### config.mk
export PLATFORM = sky130hd
export DESIGN_NAME = eight_bit_seq_multiplier
export DESIGN_NICKNAME = d
export VERILOG_FILES = /design/src/rtl/eight_bit_seq_multiplier_pkg.sv /design/src/rtl/eight_bit_adder.sv /design/src/rtl/eight_bit_seq_multiplier.sv
export SDC_FILE = /design/constraint.sdc
export NUM_CORES = 1
export LEC_CHECK = 0
export CORE_MARGIN = 8
export CORE_UTILIZATION = 56
export CTS_BUF_LIST = sky130_fd_sc_hd__clkbuf_8
export CTS_CLUSTER_DIAMETER = 150
export DETAILED_ROUTE_END_ITERATION = 16
export PLACE_DENSITY = 0.86
export SYNTH_ARGS = -nofsm -noshare
export SYNTH_HDL_FRONTEND = slang
export SYNTH_HIERARCHICAL = 1
export SYNTH_SLANG_ARGS = --single-unit
### constraint.sdc
create_clock -name clk -period 2.95 [get_ports clk]
set_input_delay 0.4425 -clock clk [delete_from_list [all_inputs] [get_ports clk]]
set_output_delay 0.4425 -clock clk [all_outputs]
set_load 0.005 [all_outputs]
### src/rtl/eight_bit_seq_multiplier_pkg.sv
// Shared constants for the sequential 8x8 shift-add multiplier:
// FSM state encoding, operand/product widths and iteration count.
package eight_bit_seq_multiplier_pkg;

  localparam int OPERAND_W  = 8;
  localparam int PRODUCT_W  = 16;
  localparam int ITER_COUNT = 8;
  localparam logic [3:0] LAST_COUNT = 4'd7;

  typedef enum logic [1:0] {
    ST_IDLE = 2'd0,
    ST_RUN  = 2'd1,
    ST_DONE = 2'd2
  } state_t;

endpackage

### src/rtl/eight_bit_adder.sv
// Existing 8-bit adder/subtractor used by the multiplier datapath.
// opcode 0 = A + B, opcode 1 = A - B (two's complement).
// Carry is the unsigned carry out, Overflow the signed overflow flag.
module eight_bit_adder (
  input  logic [7:0] A,
  input  logic [7:0] B,
  input  logic       opcode,
  output logic [7:0] Sum,
  output logic       Carry,
  output logic       Overflow
);

  logic [7:0] w_b_eff;
  logic [8:0] w_sum_ext;

  // Invert B and inject a carry-in of 1 for subtraction.
  assign w_b_eff   = opcode ? ~B : B;
  assign w_sum_ext = {1'b0, A} + {1'b0, w_b_eff} + {8'd0, opcode};
  assign Sum       = w_sum_ext[7:0];
  assign Carry     = w_sum_ext[8];
  assign Overflow  = (A[7] == w_b_eff[7]) && (w_sum_ext[7] != A[7]);

endmodule

### src/rtl/eight_bit_seq_multiplier.sv
// Sequential unsigned 8x8 shift-add multiplier built on eight_bit_adder.
// Handshake: start is sampled only in IDLE; busy is high in RUN and DONE;
// done is a one-cycle pulse in DONE, when product holds the new result.
// Optional macro EIGHT_BIT_MULT_ZERO_BYPASS_EN: a zero operand skips the
// iterations and goes IDLE->DONE on the accepting edge with product = 0.
module eight_bit_seq_multiplier
  import eight_bit_seq_multiplier_pkg::*;
#(
  parameter int WIDTH = OPERAND_W
) (
  input  logic                 clk,
  input  logic                 reset,
  input  logic                 start,
  input  logic [WIDTH-1:0]     multiplicand,
  input  logic [WIDTH-1:0]     multiplier,
  output logic                 busy,
  output logic                 done,
  output logic [2*WIDTH-1:0]   product,
  output logic [1:0]           dbg_state
);

  state_t             r_state;
  logic [WIDTH-1:0]   r_mcand;
  logic [WIDTH-1:0]   r_acc_hi;
  logic [WIDTH-1:0]   r_acc_lo;
  logic [3:0]         r_count;
  logic [2*WIDTH-1:0] r_product;
  logic               r_busy;
  logic               r_done;

  logic [WIDTH-1:0]   w_sum;
  logic               w_carry;
  logic               w_adder_ovf_unused;
  logic [WIDTH-1:0]   w_next_hi;
  logic [WIDTH-1:0]   w_next_lo;

  // Adder is permanently wired as acc_hi + mcand; overflow is meaningless
  // for unsigned arithmetic.
  eight_bit_adder ADDER (
    .A        (r_acc_hi),
    .B        (r_mcand),
    .opcode   (1'b0),
    .Sum      (w_sum),
    .Carry    (w_carry),
    .Overflow (w_adder_ovf_unused)
  );

  // One shift-add iteration: add mcand when the current multiplier bit is
  // set, then shift the 17-bit {carry, acc_hi, acc_lo} right by one.
  assign w_next_hi = r_acc_lo[0] ? {w_carry, w_sum[WIDTH-1:1]}
                                 : {1'b0, r_acc_hi[WIDTH-1:1]};
  assign w_next_lo = r_acc_lo[0] ? {w_sum[0], r_acc_lo[WIDTH-1:1]}
                                 : {r_acc_hi[0], r_acc_lo[WIDTH-1:1]};

  // FSM, accumulator shift registers, counter and registered outputs.
  always_ff @(posedge clk or posedge reset) begin
    if (reset) begin
      r_state   <= ST_IDLE;
      r_mcand   <= '0;
      r_acc_hi  <= '0;
      r_acc_lo  <= '0;
      r_count   <= '0;
      r_product <= '0;
      r_busy    <= 1'b0;
      r_done    <= 1'b0;
    end else begin
      case (r_state)
        ST_IDLE: begin
          if (start) begin
`ifdef EIGHT_BIT_MULT_ZERO_BYPASS_EN
            if ((multiplicand == '0) || (multiplier == '0)) begin
              r_state   <= ST_DONE;
              r_product <= '0;
              r_busy    <= 1'b1;
              r_done    <= 1'b1;
            end else begin
              r_state  <= ST_RUN;
              r_mcand  <= multiplicand;
              r_acc_hi <= '0;
              r_acc_lo <= multiplier;
              r_count  <= '0;
              r_busy   <= 1'b1;
            end
`else
            r_state  <= ST_RUN;
            r_mcand  <= multiplicand;
            r_acc_hi <= '0;
            r_acc_lo <= multiplier;
            r_count  <= '0;
            r_busy   <= 1'b1;
`endif
          end
        end
        ST_RUN: begin
          r_acc_hi <= w_next_hi;
          r_acc_lo <= w_next_lo;
          r_count  <= r_count + 4'd1;
          if (r_count == LAST_COUNT) begin
            r_state   <= ST_DONE;
            r_product <= {w_next_hi, w_next_lo};
            r_done    <= 1'b1;
          end
        end
        ST_DONE: begin
          r_state <= ST_IDLE;
          r_busy  <= 1'b0;
          r_done  <= 1'b0;
        end
        default: begin
          r_state <= ST_IDLE;
          r_busy  <= 1'b0;
          r_done  <= 1'b0;
        end
      endcase
    end
  end

  assign busy      = r_busy;
  assign done      = r_done;
  assign product   = r_product;
  assign dbg_state = r_state;

endmodule
Run 1, the metal 1 layer:
Scale bar: 20 microns. Supply wires on this layer in gray.
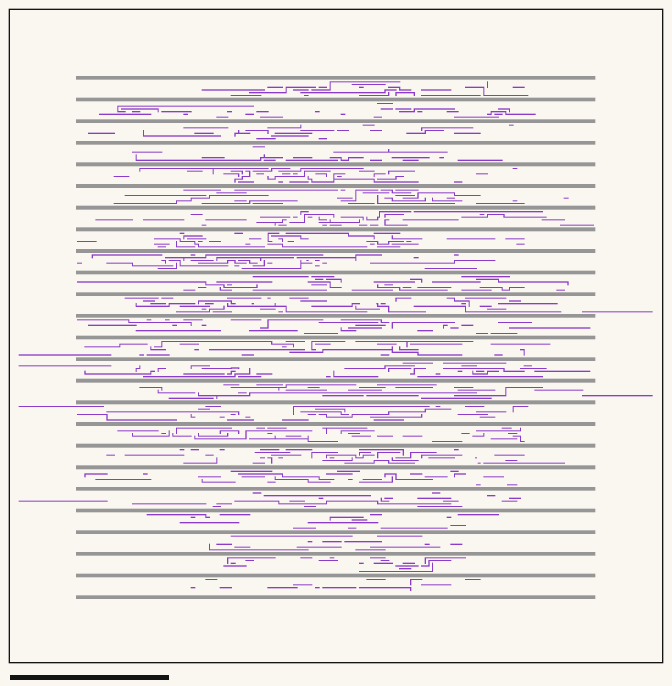
main direction: horizontal
share of all routed wire: 44%

Run 1, M2 wires:
Cells faint in the background.
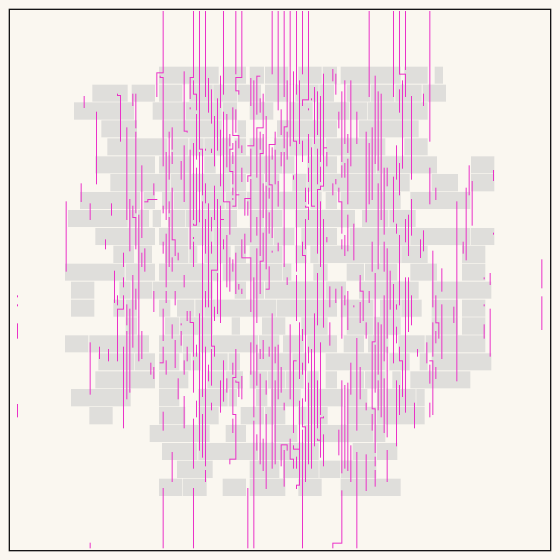
wire length on this layer: 2,580 microns
longest straight run: 29.6 microns
share of all routed wire: 49%
final routed wirelength across all metal layers: 5.231 mm
met2 track demand over resource: 26.84%

Run 1, M3 wires:
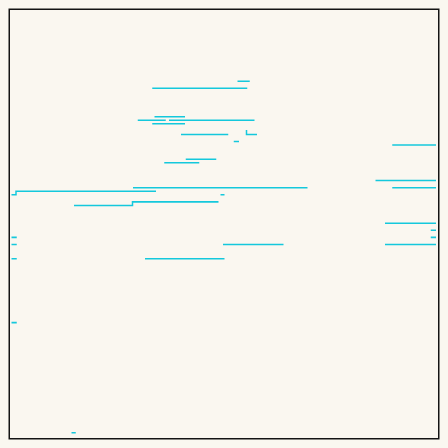
share of all routed wire: 4.6%
wire length on this layer: 243 microns
longest straight run: 33.1 microns
met3 usage in global routing: 3.939%
total via count in the routed design: 1,707

Run 1, routing congestion:
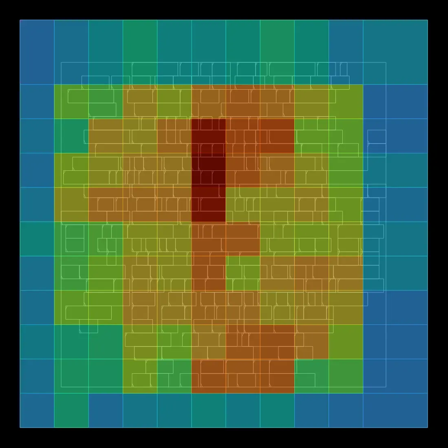
routed length per instance: 17.85 microns
met1 demand-to-capacity share in global routing: 21.16%
end-of-flow core utilization: 68.72%

==> metrics.log, run 1 <==
[metrics] run summary
[metrics] DP Worst Slack: 614.6 ps
[metrics] crit path kind: reg2reg
[metrics] cell row count: 24
[metrics] Longest Clk Path Bufs: 2
[metrics] smallest setup slack after layout: 708.9 ps
[metrics] FF-to-FF path depth: 8
[metrics] Antenna Cells: 0
[metrics] Floorplan Core Area: 0.004264 sq mm
[metrics] Total GRT Usage: between 10% and 20%
[metrics] library cell contributing the largest single delay on the critical path: dfrtp_1
[metrics] number of gates resized after cts: 0
[metrics] layout overhead on the synthesized area: 20.23%
[metrics] share of post-route cells with drive strength above 1: 17.84%
[metrics] syn_nets: 230
[metrics] worst-margin pin slew: a little under 600 ps
[metrics] total of hold buffers inserted after clock tree synthesis: 0
[metrics] die boundary width: slightly above 80 microns
[metrics] post-layout period usage of the worst path: roughly three quarters
[metrics] tightest slew margin relative to the limit: around three fifths
[metrics] Syn Std Cell Area: roughly 0.0024 sq mm
[metrics] I/O pins: 39
[metrics] clock edge transition at the registers on the reported setup and hold paths: 90 ps
[metrics] result of the run: finished clean
[metrics] buffers inserted by post-CTS timing repair: 0
[metrics] count of antenna-violating nets left after detailed routing: 0
[metrics] area of the die: 0.006719 sq mm
[metrics] r2r setup slk: 710 ps
[metrics] final-report max-slew violation count: 0
[metrics] worst reg2reg startpoint: r_mcand[2]
[metrics] total grt overflow: 0
[metrics] die height: 81.97 microns
[metrics] cell-by-cell listing of the critical path: xor2_1 > ha_1 > nor2b_1 > o31a_1 > o31ai_1 > a21oi_1 > and2_1 > mux2_4
[metrics] Max VDD drop: 0.5506 mV
[metrics] buffer cell driving the clock tree root: clkbuf_8
[metrics] fmax: 446.2 MHz
[metrics] tally of yosys warning messages: 6
[metrics] final clock skew: 5.908 ps
[metrics] final setup TNS: 0 ps
[metrics] clock buffers created by TritonCTS: 5
[metrics] overall power consumption: 0.003699 W
[metrics] count of input and output buffers: 38
[metrics] arrival time worst endpoint: 2430 ps
[metrics] pin count of the biggest net entering global routing: 27
[metrics] number of endpoints failing setup at the final stage: 0
[metrics] H-tree lvl count: 2
[metrics] worst hold slack: 462.4 ps
[metrics] placed wire-length estimate: 3.732 mm
[metrics] number of remaining DRC errors: 0
[metrics] vias per cell: around 5.8
[metrics] gate count of the mapped netlist: 202
[metrics] WP data required: 3140 ps
[metrics] first-pass GRT wire length: 8.535 mm
[metrics] CTS tree: yes
[metrics] sort of element at the start of the critical path: register
[metrics] Crit path largest cell delay: ~400 ps
[metrics] worst r2r dst: product[15]
[metrics] RePlAce Congestion: 0.7846
[metrics] clock network latency to the later pin of the worst-skew pair: ~300 ps
[metrics] Max Fanout on Critical Path: 4
[metrics] element type at the critical path end: register
[metrics] standby leakage power: around 1.3 nW
[metrics] first-pass detailed-route iteration total: 4
[metrics] Maximum Capacitance Violations: 0
[metrics] initial antenna violation count: 0
[metrics] count of endpoints failing hold in the final timing report: 0
[metrics] number of global-route vias before repair: 1,711
[metrics] initial cell density of the core: 57.16%
[metrics] post-route minimum period: between 2000 and 2500 ps
[metrics] starting DRC count in detailed routing: 102
[metrics] areal power density over the cells: 1262 mW/mm^2
[metrics] Final nets: 268
[metrics] stage-log warning count: 26
[metrics] Avg Synthesized Cell Area: 12.07 sq um
[metrics] RSZ-0062 raised after global routing: false
[metrics] class of the worst hold path: in2async
[metrics] Sink Count: 48
run 1: layer usage:
layer | global-route usage, % | up-vias | part of all wire (%)
met5 | 0 | - | 0
li1 | - | 808 | -
met3 | 3.939 | 8 | 4.6
met1 | 21.16 | 848 | 44
met4 | 5.789 | 0 | 1.7
met2 | 26.84 | 43 | 49
run 1: worst max path at each step:
| stage | from | end |
|---|---|---|
| finish | r_mcand[2] | product[15] |
| global route | r_mcand[0] | product[15] |
| CTS | r_mcand[2] | product[15] |
| detailed placement | start | r_mcand[5] |
| global placement | start | r_mcand[2] |
| floorplan | r_mcand[2] | product[15] |
run 1: layout make-up:
class / count / area, sq um
repair buffers: 41 / 402.9
clock inverters: 2 / 15.01
fillers: 304 / 1334
multi-input cells: 137 / 1137
flip-flops and latches: 48 / 1201
well taps: 52 / 65.06
clock buffers: 6 / 82.58
inverters: 7 / 26.28
run 1: state kept, by name, indices dropped and copies added, names as in the netlist:
register   cells
busy           1
dbg_state      2
done           1
product       16
r_acc_hi       8
r_acc_lo       8
r_count        4
r_mcand        8
run 1: where the power goes:
group          switching, W  total, W  internal [W]
clock network      0.000228  0.000418      0.000190
registers          0.000284   0.00128      0.000993
logic              0.000895   0.00200       0.00111
total               0.00141   0.00370       0.00229
run 1: worst max-delay path, delay by kind of cell (launching register included):
family	cells	cell delay, ps
AND/OR/NAND/NOR	2	350
XOR/XNOR	1	150
adder cells (fa/ha/maj)	1	330
flip-flops	1	400
multiplexers	1	250
AND-OR/OR-AND	3	650
run 1: cells in the final DEF, fill, tap and decap left out, types with 2 or more instances in the layout:
cell type and instances:
nor2_1 4, o22ai_1 16, nand2_1 7, inv_1 5
a21oi_1 18, xnor2_1 3, clkinvlp_4 2, nand2b_1 2
o21bai_1 2, and2_1 2, clkdlybuf4s50_1 38, xor2_1 9
ha_1 8, mux2_4 12, mux2_2 14, o21ai_0 10
buf_4 3, nor2b_1 2, dfrtp_1 48, mux2i_1 4
o21a_1 2, clkbuf_8 6, a22o_1 6
run 1: stage by stage:
step | area (sq um) | std cells | util [%]
2_1_floorplan | 2437 | 202 | -
3_3_place_gp | 2833 | 285 | 66.43
3_5_place_dp | 2833 | 285 | 66.43
4_1_cts | 2930 | 293 | 68.72
5_1_grt | 2930 | 293 | 68.72
6_report | 2930 | 293 | 68.72
Run 1, placement by cell class:
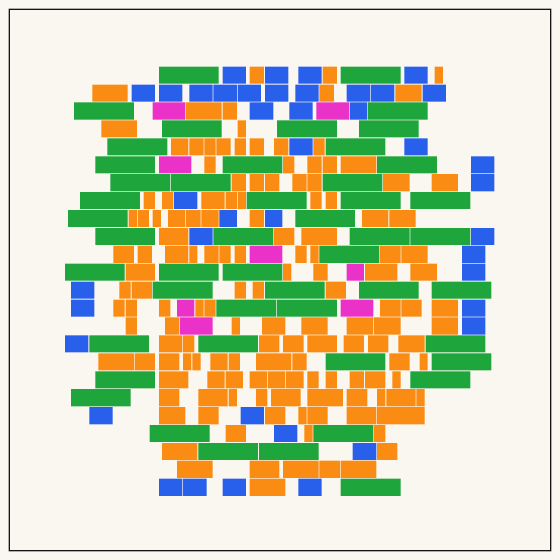

==> inputs of run 2 (changes only) <==
- CORE_UTILIZATION: 56 -> 50
- PLACE_DENSITY: 0.86 -> 0.81
- clock period: 2.95 -> 1.9 ns (I/O delays scaled with it)
Run 2, placement by cell class:
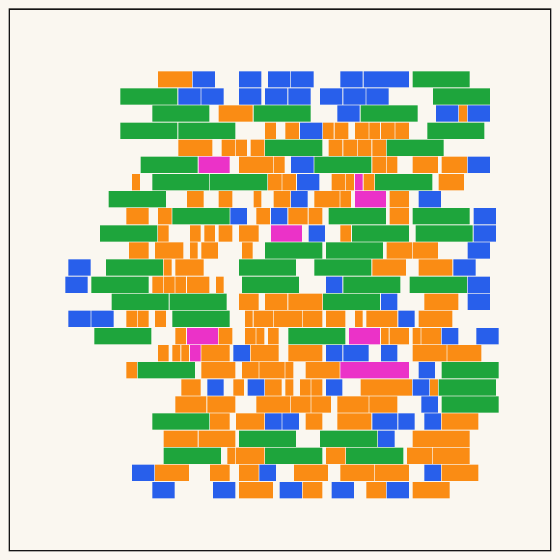
legend:
  magenta:
    class: clock drivers and dummy loads
    cells: 8
    share_of_their_area: 3.4%
  green:
    class: sequential cells
    cells: 48
    share_of_their_area: 38%
  orange:
    class: combinational and other logic
    cells: 144
    share_of_their_area: 40%
  blue:
    class: remaining buffers and delay cells
    cells: 65
    share_of_their_area: 19%

Run 2, routing congestion:
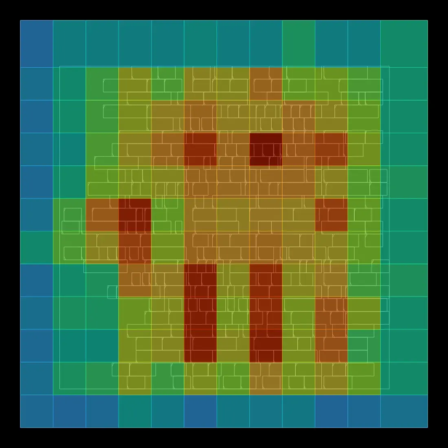
met1 demand-to-capacity share in global routing: 20.48%
met3 usage in global routing: 2.961%
most congested layer reported by global routing: met2

==> run 2 against run 1 <==
Combinational power grew 110%. Critical endpoint unchanged. Die size up 9.6%. Power is 87% higher. Sequential cell count did not move. Critical path type unchanged. Setup slack worse by 910 ps. Highest routed layer unchanged. The run now ends with setup timing left. First-iteration DRC count up 21%. Wire length grew 7.5%. Sequential power increased by 55%.
==> metrics.log, run 2 <==
[metrics] run summary
[metrics] Final nets: 292 (+9.0%)
[metrics] final clock skew: 3.907 ps (-2.001 ps)
[metrics] I/O pins: 39 (unchanged)
[metrics] number of remaining DRC errors: 0 (unchanged)
[metrics] post-route minimum period: 2102 ps (-138.9 ps)
[metrics] number of global-route vias before repair: 1,852 (+8.2%)
[metrics] Crit path largest cell delay: 400 ps (about the same)
[metrics] most frequent cells in the layout: dfrtp_1, clkdlybuf4s50_1, buf_4
[metrics] final cell count without fillers: 332 (+13%)
[metrics] arrival time worst endpoint: 2290 ps (-140 ps)
[metrics] final-report max-slew violation count: 0 (unchanged)
[metrics] fmax: 475.7 MHz (+6.6%)
[metrics] tightest slew margin relative to the limit: 58.89% (-1.9 points)
[metrics] combinational fraction of design power: 60.9% (+6.7 points)
[metrics] cell-internal power: 0.004367 W (+91%)
[metrics] cell-by-cell listing of the critical path: xor2_1 > ha_1 > nor2b_4 > o31a_1 > o31ai_2 > a21oi_1 > and2_1 > mux2_4
[metrics] buffer cell driving the clock tree root: clkbuf_8
[metrics] areal power density over the cells: 2102 mW/mm^2 (+67%)
[metrics] post-layout period usage of the worst path: 110.6% (+35 points)
[metrics] count of input and output buffers: 38 (unchanged)
[metrics] area of the die: 0.007365 sq mm (+9.6%)
[metrics] Inst Count DP: 316 (+11%)
[metrics] pin count of the biggest net entering global routing: 26 (-3.7%)
[metrics] failing checks: setup timing
[metrics] Syn Std Cell Area: 0.002437 sq mm (unchanged)
[metrics] syn_nets: 230 (unchanged)
[metrics] H-tree lvl count: 2 (unchanged)
[metrics] vias per cell: 5.488 (-5.8%)
[metrics] worst hold slack: 333.8 ps (-128.5 ps)
[metrics] tally of yosys warning messages: 6 (unchanged)
[metrics] clock share of power: 10.5% (-0.8 points)
[metrics] stage-log warning count: 29 (+12%)
[metrics] max reg flops: 16 (unchanged)
[metrics] switching component of the power: 0.002534 W (+80%)
[metrics] WP data required: 2090 ps (-1050 ps)
[metrics] share of post-route cells with drive strength above 1: 30.19% (+12 points)
[metrics] class of the worst hold path: in2async
[metrics] first-pass detailed-route iteration total: 4 (unchanged)
[metrics] Total GRT Usage: 15.31% (-1.3 points)
[metrics] count of endpoints failing hold in the final timing report: 0 (unchanged)
[metrics] Maximum Capacitance Violations: 0 (unchanged)
[metrics] CTS tree: yes
[metrics] smallest setup slack after layout: -202.2 ps (-911.1 ps)
[metrics] worst-margin pin slew: 616.6 ps (+28.55 ps)
[metrics] final routed wirelength across all metal layers: 5.623 mm (+7.5%)
[metrics] sequential share of power: 28.6% (-5.9 points)
[metrics] initial antenna violation count: 0 (unchanged)
[metrics] cell row count: 25 (+4.2%)
[metrics] most frequently placed logic cell in the final layout: dfrtp_1
[metrics] result of the run: finished with violations
[metrics] end-of-flow core utilization: 69.51% (+0.79 points)
[metrics] RePlAce Congestion: 0.8647 (+10%)
[metrics] element type at the critical path end: register
[metrics] standby leakage power: 1.477 nW (+14%)
[metrics] starting DRC count in detailed routing: 123 (+21%)
[metrics] die height: 85.82 microns (+4.7%)
[metrics] number of endpoints failing setup at the final stage: 14 (+14)
[metrics] library cell contributing the largest single delay on the critical path: dfrtp_1
[metrics] sort of element at the start of the critical path: register
[metrics] RSZ-0062 raised after global routing: true
[metrics] Floorplan Core Area: 0.004723 sq mm (+11%)
[metrics] Avg Synthesized Cell Area: 12.07 sq um (unchanged)
[metrics] clock edge transition at the registers on the reported setup and hold paths: 80 ps (about the same)
[metrics] total placed instance area: 0.002998 sq mm (+5.8%)
[metrics] Max VDD drop: 0.8832 mV (+60%)
[metrics] Antenna Cells: 0 (unchanged)
[metrics] total grt overflow: 0 (unchanged)
[metrics] count of antenna-violating nets left after detailed routing: 0 (unchanged)
[metrics] Longest Clk Path Bufs: 2 (unchanged)
[metrics] initial cell density of the core: 51.60% (-5.6 points)
[metrics] layout overhead on the synthesized area: 34.70%
[metrics] total via count in the routed design: 1,822 (+6.7%)
[metrics] post-layout instance area: 0.003283 sq mm (+12%)
[metrics] routed length per instance: 16.94 microns (-5.1%)
[metrics] gate count of the mapped netlist: 202 (unchanged)
[metrics] Sink Count: 48 (unchanged)
[metrics] die boundary width: 85.82 microns (+4.7%)
[metrics] clock buffers created by TritonCTS: 5 (unchanged)
[metrics] first-pass GRT wire length: 9.018 mm (+5.7%)
[metrics] clock network latency to the later pin of the worst-skew pair: 300 ps (about the same)
[metrics] Max Fanout on Critical Path: 3 (-1)
[metrics] placed wire-length estimate: 3.850 mm (+3.2%)
[metrics] crit path kind: reg2reg
[metrics] switching share of total power: 36.72% (-1.3 points)
[run 2: area by class of cell]
cell class                      instances  area, sq um
Clock buffer                            5        68.82
Multi-Input combinational cell        137         1261
Sequential cell                        48         1201
Inverter                                7        26.28
Fill cell                             321         1440
Clock inverter                          3        38.79
Tap cell                               67        83.83
Timing Repair Buffer                   65        603.1
[run 2: worst max-delay path, delay by kind of cell, from the launching register on]
kind	cells	cell delay (ps)
simple gates	2	310
compound gates	3	570
mux	1	260
flops	1	400
xor+xnor	1	150
fa+ha+maj	1	300
[run 2: through the flow]
stage / power (W) / TNS [ps] / setup slack (ps)
detailed placement: 0.005418 / -1625 / -210.3
floorplan: 0.004183 / -220.1 / -138.5
global placement: 0.005274 / -1038 / -166.8
finish: 0.006901 / -1874 / -202.2
global route: 0.007374 / -3186 / -308.9
CTS: 0.006457 / -1417 / -179.2
[run 2: power groups by stage]
stage               Sequential (W)  Clock, W  Combinational, W
finish                     0.00198  0.000723           0.00420
global placement           0.00194         0           0.00334
floorplan                  0.00188         0           0.00231
global route               0.00204  0.000773           0.00456
CTS                        0.00196  0.000734           0.00377
detailed placement         0.00197         0           0.00345
[run 2: per-layer routing]
| metal | vias to the layer above | track usage, % | share of wire, % |
|---|---|---|---|
| li1 | 857 | - | - |
| met1 | 902 | 20.48 | 45 |
| met2 | 52 | 23.77 | 48 |
| met3 | 11 | 2.961 | 4.5 |
| met4 | 0 | 6.051 | 1.9 |
| met5 | - | 0 | 0 |
[run 2: path summary, 6_finish.rpt]
kind | from | cells after the start | slack, ps | endpoint
setup / recovery | r_mcand[2] | 8 | -200 | product[15]
max in group asynchronous | reset | 3 | 1060 | r_mcand[7]
hold / removal | reset | 2 | 330 | product[5]
setup reg to reg | r_mcand[2] | 8 | -200 | product[15]
hold reg to reg | r_count[3] | 1 | 500 | r_count[3]
min in group clk | r_count[3] | 1 | 500 | r_count[3]
[run 2: timing repair]
action	in CTS	in global routing
hold buffers	0	0
resized	11	16
pin swaps	9	13
buffers inserted	3	6
setup endpoints to repair	14	15
Power is estimated from default activity; no workload was simulated.
